$ cat config.mk
export PLATFORM = sky130hd
export DESIGN_NAME = store_unit_flat
export DESIGN_NICKNAME = d
export VERILOG_FILES = /design/src/rtl/store_unit_pkg.sv /design/src/rtl/store_unit_if.sv /design/src/rtl/store_unit_lane_merge.sv /design/src/rtl/store_unit.sv /design/src/flat_wrapper.sv
export SDC_FILE = /design/constraint.sdc
export NUM_CORES = 1
export LEC_CHECK = 0
export ABC_CLOCK_PERIOD_IN_PS = 4690
export CORE_MARGIN = 5
export CORE_UTILIZATION = 40
export CTS_BUF_LIST = sky130_fd_sc_hd__clkbuf_4
export DETAILED_ROUTE_END_ITERATION = 16
export PLACE_DENSITY = 0.73
export SYNTH_ARGS = -nofsm -noshare
export SYNTH_HDL_FRONTEND = slang
export SYNTH_SLANG_ARGS = --single-unit
$ cat constraint.sdc
create_clock -name clk -period 4.69 [get_ports clk]
set_input_delay 0.938 -clock clk [delete_from_list [all_inputs] [get_ports clk]]
set_output_delay 0.938 -clock clk [all_outputs]
set_load 0.005 [all_outputs]
$ cat src/rtl/store_unit_pkg.sv
// Shared definitions for the store path: RISC-V store funct3 codes and the
// store_unit FSM state encoding.
package store_unit_pkg;

    localparam logic [2:0] INST_SB = 3'b000;
    localparam logic [2:0] INST_SH = 3'b001;
    localparam logic [2:0] INST_SW = 3'b010;

    localparam logic [1:0] STATE_IDLE = 2'd0;
    localparam logic [1:0] STATE_WR   = 2'd1;
    localparam logic [1:0] STATE_RD   = 2'd2;
    localparam logic [1:0] STATE_MG   = 2'd3;

    typedef enum logic [1:0] {
        ST_IDLE = STATE_IDLE,
        ST_WR   = STATE_WR,
        ST_RD   = STATE_RD,
        ST_MG   = STATE_MG
    } state_t;

endpackage

$ cat src/rtl/store_unit_if.sv
// Execute-stage request, data BRAM port and status signals of the store unit.
interface store_unit_if #(
    parameter int ADDR_WIDTH = 14
);
    logic                  req_valid;
    logic                  req_ready;
    logic [2:0]            req_funct3;
    logic [31:0]           req_addr;
    logic [31:0]           req_wdata;
    logic [ADDR_WIDTH-1:0] mem_addr;
    logic                  mem_we;
    logic [31:0]           mem_wdata;
    logic [31:0]           mem_rdata;
    logic                  busy;
    logic                  done;
    logic                  misalign;

    // Store unit side.
    modport slave (
        input  req_valid, req_funct3, req_addr, req_wdata, mem_rdata,
        output req_ready, mem_addr, mem_we, mem_wdata, busy, done, misalign
    );

    // CPU / memory side.
    modport master (
        output req_valid, req_funct3, req_addr, req_wdata, mem_rdata,
        input  req_ready, mem_addr, mem_we, mem_wdata, busy, done, misalign
    );
endinterface

$ cat src/rtl/store_unit_lane_merge.sv
// Merges a byte or halfword store into the old BRAM word; SW passes new data.
module store_lane_merge
    import store_unit_pkg::*;
(
    input  logic [31:0] old_word,
    input  logic [31:0] new_data,
    input  logic [2:0]  funct3,
    input  logic [1:0]  lane_addr,
    output logic [31:0] merged
);

    // Replace the addressed lane, keep every other byte of the old word.
    always_comb begin
        merged = old_word;
        case (funct3)
            INST_SB: begin
                case (lane_addr)
                    2'd0:    merged[7:0]   = new_data[7:0];
                    2'd1:    merged[15:8]  = new_data[7:0];
                    2'd2:    merged[23:16] = new_data[7:0];
                    2'd3:    merged[31:24] = new_data[7:0];
                    default: merged        = old_word;
                endcase
            end
            INST_SH: begin
                if (lane_addr[1]) begin
                    merged[31:16] = new_data[15:0];
                end else begin
                    merged[15:0] = new_data[15:0];
                end
            end
            INST_SW: merged = new_data;
            default: merged = old_word;
        endcase
    end

endmodule

$ cat src/rtl/store_unit.sv
// Store unit: SW written directly, SB/SH done as read-modify-write on a
// BRAM without byte enables. busy stalls the CPU while a store is in flight.
module store_unit
    import store_unit_pkg::*;
#(
    parameter int ADDR_WIDTH = 14
) (
    input  logic        clk,
    input  logic        rst,
    store_unit_if.slave bus
);

    state_t                state_r;
    state_t                state_next_s;
    state_t                accept_target_s;
    logic [2:0]            funct3_r;
    logic [ADDR_WIDTH+1:0] addr_r;
    logic [31:0]           data_r;
    logic                  misalign_r;
    logic                  accept_s;
    logic                  reject_s;
    logic [31:0]           merged_s;
    logic                  req_ready_s;
    logic                  mem_we_s;
    logic                  done_s;
    logic                  busy_s;
    logic [31:0]           mem_wdata_s;
    logic                  unused_addr_s;

    // Address bits above the BRAM range are ignored: the word address wraps.
    assign unused_addr_s = ^bus.req_addr[31:ADDR_WIDTH+2];
    assign accept_s      = (state_r == ST_IDLE) && bus.req_valid;

    // Decode the incoming request into its first state or a rejection.
    always_comb begin
        reject_s        = 1'b0;
        accept_target_s = ST_IDLE;
        case (bus.req_funct3)
            INST_SW: begin
                if (bus.req_addr[1:0] == 2'b00) begin
                    accept_target_s = ST_WR;
                end else begin
                    reject_s = 1'b1;
                end
            end
            INST_SH: begin
                if (bus.req_addr[0] == 1'b0) begin
                    accept_target_s = ST_RD;
                end else begin
                    reject_s = 1'b1;
                end
            end
            INST_SB: accept_target_s = ST_RD;
            default: reject_s = 1'b1;
        endcase
    end

    // Next-state logic.
    always_comb begin
        state_next_s = state_r;
        case (state_r)
            ST_IDLE: begin
                if (accept_s) begin
                    state_next_s = accept_target_s;
                end else begin
                    state_next_s = ST_IDLE;
                end
            end
            ST_WR:   state_next_s = ST_IDLE;
            ST_RD:   state_next_s = ST_MG;
            ST_MG:   state_next_s = ST_IDLE;
            default: state_next_s = ST_IDLE;
        endcase
    end

    // Per-state outputs; reset forces IDLE so a pending write drops at once.
    always_comb begin
        req_ready_s = 1'b0;
        mem_we_s    = 1'b0;
        done_s      = 1'b0;
        busy_s      = 1'b1;
        mem_wdata_s = 32'h0000_0000;
        case (state_r)
            ST_IDLE: begin
                req_ready_s = 1'b1;
                busy_s      = 1'b0;
            end
            ST_WR, ST_MG: begin
                mem_we_s    = 1'b1;
                done_s      = 1'b1;
                mem_wdata_s = merged_s;
            end
            ST_RD:   mem_we_s = 1'b0;
            default: busy_s   = 1'b1;
        endcase
    end

    // State register.
    always_ff @(posedge clk or posedge rst) begin
        if (rst) begin
            state_r <= ST_IDLE;
        end else begin
            state_r <= state_next_s;
        end
    end

    // Capture the request on accept, including ones that get rejected.
    always_ff @(posedge clk or posedge rst) begin
        if (rst) begin
            funct3_r <= 3'b000;
            addr_r   <= '0;
            data_r   <= 32'h0000_0000;
        end else if (accept_s) begin
            funct3_r <= bus.req_funct3;
            addr_r   <= bus.req_addr[ADDR_WIDTH+1:0];
            data_r   <= bus.req_wdata;
        end
    end

    // One-cycle rejection pulse in the cycle after the accept edge.
    always_ff @(posedge clk or posedge rst) begin
        if (rst) begin
            misalign_r <= 1'b0;
        end else begin
            misalign_r <= accept_s && reject_s;
        end
    end

    store_lane_merge u_merge (
        .old_word  (bus.mem_rdata),
        .new_data  (data_r),
        .funct3    (funct3_r),
        .lane_addr (addr_r[1:0]),
        .merged    (merged_s)
    );

    assign bus.req_ready = req_ready_s;
    assign bus.mem_addr  = addr_r[ADDR_WIDTH+1:2];
    assign bus.mem_we    = mem_we_s;
    assign bus.mem_wdata = mem_wdata_s;
    assign bus.busy      = busy_s;
    assign bus.done      = done_s;
    assign bus.misalign  = misalign_r;

endmodule

$ cat src/flat_wrapper.sv
// flat-port wrapper written by rule: the top's interface ports become plain ports
module store_unit_flat import store_unit_pkg::*;
#(
    parameter int ADDR_WIDTH = 14
)
  (clk, rst, bus_req_valid, bus_req_funct3, bus_req_addr, bus_req_wdata, bus_mem_rdata, bus_req_ready, bus_mem_addr, bus_mem_we, bus_mem_wdata, bus_busy, bus_done, bus_misalign);
  store_unit_if #(.ADDR_WIDTH(ADDR_WIDTH)) bus_i ();
  input  logic clk;
  input  logic rst;
  input wire logic [$bits(bus_i.req_valid)-1:0] bus_req_valid;
  input wire logic [$bits(bus_i.req_funct3)-1:0] bus_req_funct3;
  input wire logic [$bits(bus_i.req_addr)-1:0] bus_req_addr;
  input wire logic [$bits(bus_i.req_wdata)-1:0] bus_req_wdata;
  input wire logic [$bits(bus_i.mem_rdata)-1:0] bus_mem_rdata;
  output wire logic [$bits(bus_i.req_ready)-1:0] bus_req_ready;
  output wire logic [$bits(bus_i.mem_addr)-1:0] bus_mem_addr;
  output wire logic [$bits(bus_i.mem_we)-1:0] bus_mem_we;
  output wire logic [$bits(bus_i.mem_wdata)-1:0] bus_mem_wdata;
  output wire logic [$bits(bus_i.busy)-1:0] bus_busy;
  output wire logic [$bits(bus_i.done)-1:0] bus_done;
  output wire logic [$bits(bus_i.misalign)-1:0] bus_misalign;
  assign bus_i.req_valid = bus_req_valid;
  assign bus_i.req_funct3 = bus_req_funct3;
  assign bus_i.req_addr = bus_req_addr;
  assign bus_i.req_wdata = bus_req_wdata;
  assign bus_i.mem_rdata = bus_mem_rdata;
  assign bus_req_ready = bus_i.req_ready;
  assign bus_mem_addr = bus_i.mem_addr;
  assign bus_mem_we = bus_i.mem_we;
  assign bus_mem_wdata = bus_i.mem_wdata;
  assign bus_busy = bus_i.busy;
  assign bus_done = bus_i.done;
  assign bus_misalign = bus_i.misalign;
  store_unit #(.ADDR_WIDTH(ADDR_WIDTH)) u_core (.clk(clk), .rst(rst), .bus(bus_i));
endmodule
==> changes_impl.md <==
### Metrics

- Most frequent cell after synthesis: mux2_2
- Ant diodes: 0
- Cell type with the largest total area: dfrtp_1
- Post-Synth AOI/OAI Area: 0.235
- Post-synth ARST share: 1.00
- Period utilisation layout: 0.861
- Top layer in use: met4
- Reg2reg end: u_core.data_r[3]
- Yosys stat cell total: 387
- Crit Path Category: reg2out
- Max-cap violations: 0
- Setup tns final: 0 ps
- Status: complete, no violations
- Syn Area/Cell: 10.4 um2
- CP Data Required Time: 3750 ps
- First-pass GRT wire length: 18300 um
- Stages on worst setup path: 5
- Final setup vio count: 0
- Synth flops: 54
- Nets: 586
- Top-area cell share: 0.336
- Top non-seq family: multiplexers
- DIE AREA: 12200 um2
- CLK BUF: 5
- Vias post-DR: 3413
- Placer's final routability congestion estimate: 0.780
- Post-CTS Setup Inserts: 0
- Met1 GRT Util: 0.247
- Leading cell kind: combinational gates
- VDD IR-drop max: 229 uV
- Synth Seq Share: 0.336
- NonClk Buf Share: 0.264
- M1 wire length: 4920 um
- Clock root buffer: clkbuf_4
- DR vias/cell: 5.53
- Top cells by area: dfrtp_1 (34%), mux2_2 (23%), mux2i_1 (8.0%)
- GR Util met3: 0.0396
- Fmax: 0.248 GHz
- Logic Gate Count: 278
- XOR-XNOR Cells, Area Fraction: 0
- Placed insts: 610
- Initial antenna violation count: 0
- Cell Area, Synth: 4020 um2
- Die Y: 110 um
- Crit path cell chain: nand2_1 -> mux2i_1 -> o221ai_1 -> o211a_1 -> clkdlybuf4s50_1
- Yosys stat area: 4020 um2
- Area delta synth->final: 33.4%
- Die width: 110 um
- Post-synth EDFFs: 0
==> metrics by stage <==
stage / total power, mW / hold slack, ps / worst slack, ps / util / cell area, um2
after detailed placement: 3.17 / 495 / 1120 / 0.541 / 5290
after floorplan: 2.49 / 481 / 2320 / - / 4020
after global placement: 3.11 / 490 / 1160 / 0.541 / 5290
after global routing: 3.68 / 545 / 486 / 0.549 / 5360
final: 3.41 / 523 / 652 / 0.549 / 5360
after CTS: 3.43 / 530 / 669 / 0.549 / 5360
==> state kept, by name, summed over array words and instances (netlist names) <==
signal               count
u_core.data_r           32
u_core.addr_r           16
u_core.funct3_r          3
u_core.state_r           2
u_core.bus.misalign      1
==> report_power, final <==
group / switching (mW) / internal, mW
Sequential: 0.428 / 0.696
Clock: 0.146 / 0.108
Combinational: 0.822 / 1.20
Total: 1.40 / 2.01
==> images/met3.png <==
Scale bar: 20 um.
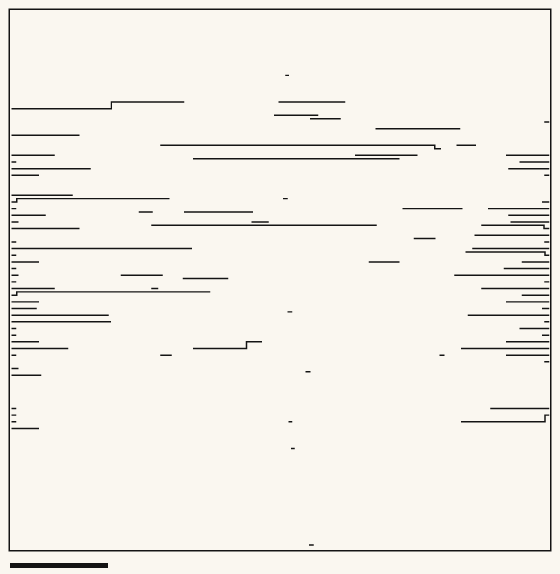
- longest straight run: 55.9 um
- wire length on this layer: 881 um
- nets with wire on the layer: 84
- share of all routed wire: 7.6%
- main direction: horizontal

==> images/gate_families.png <==
Scale bar: 20 um.
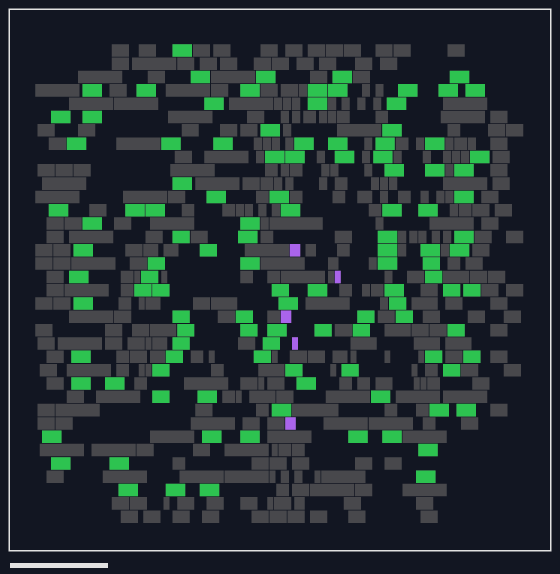
- purple: NAND gates (cells 5; where center)
- green: multiplexers (cells 115; where all over the die)
logic share of the area: 0.438
fin cells: 617
most common logic cell in the routed design: clkdlybuf4s50_1

No activity file was given, so power comes from the tool's default toggle rates.
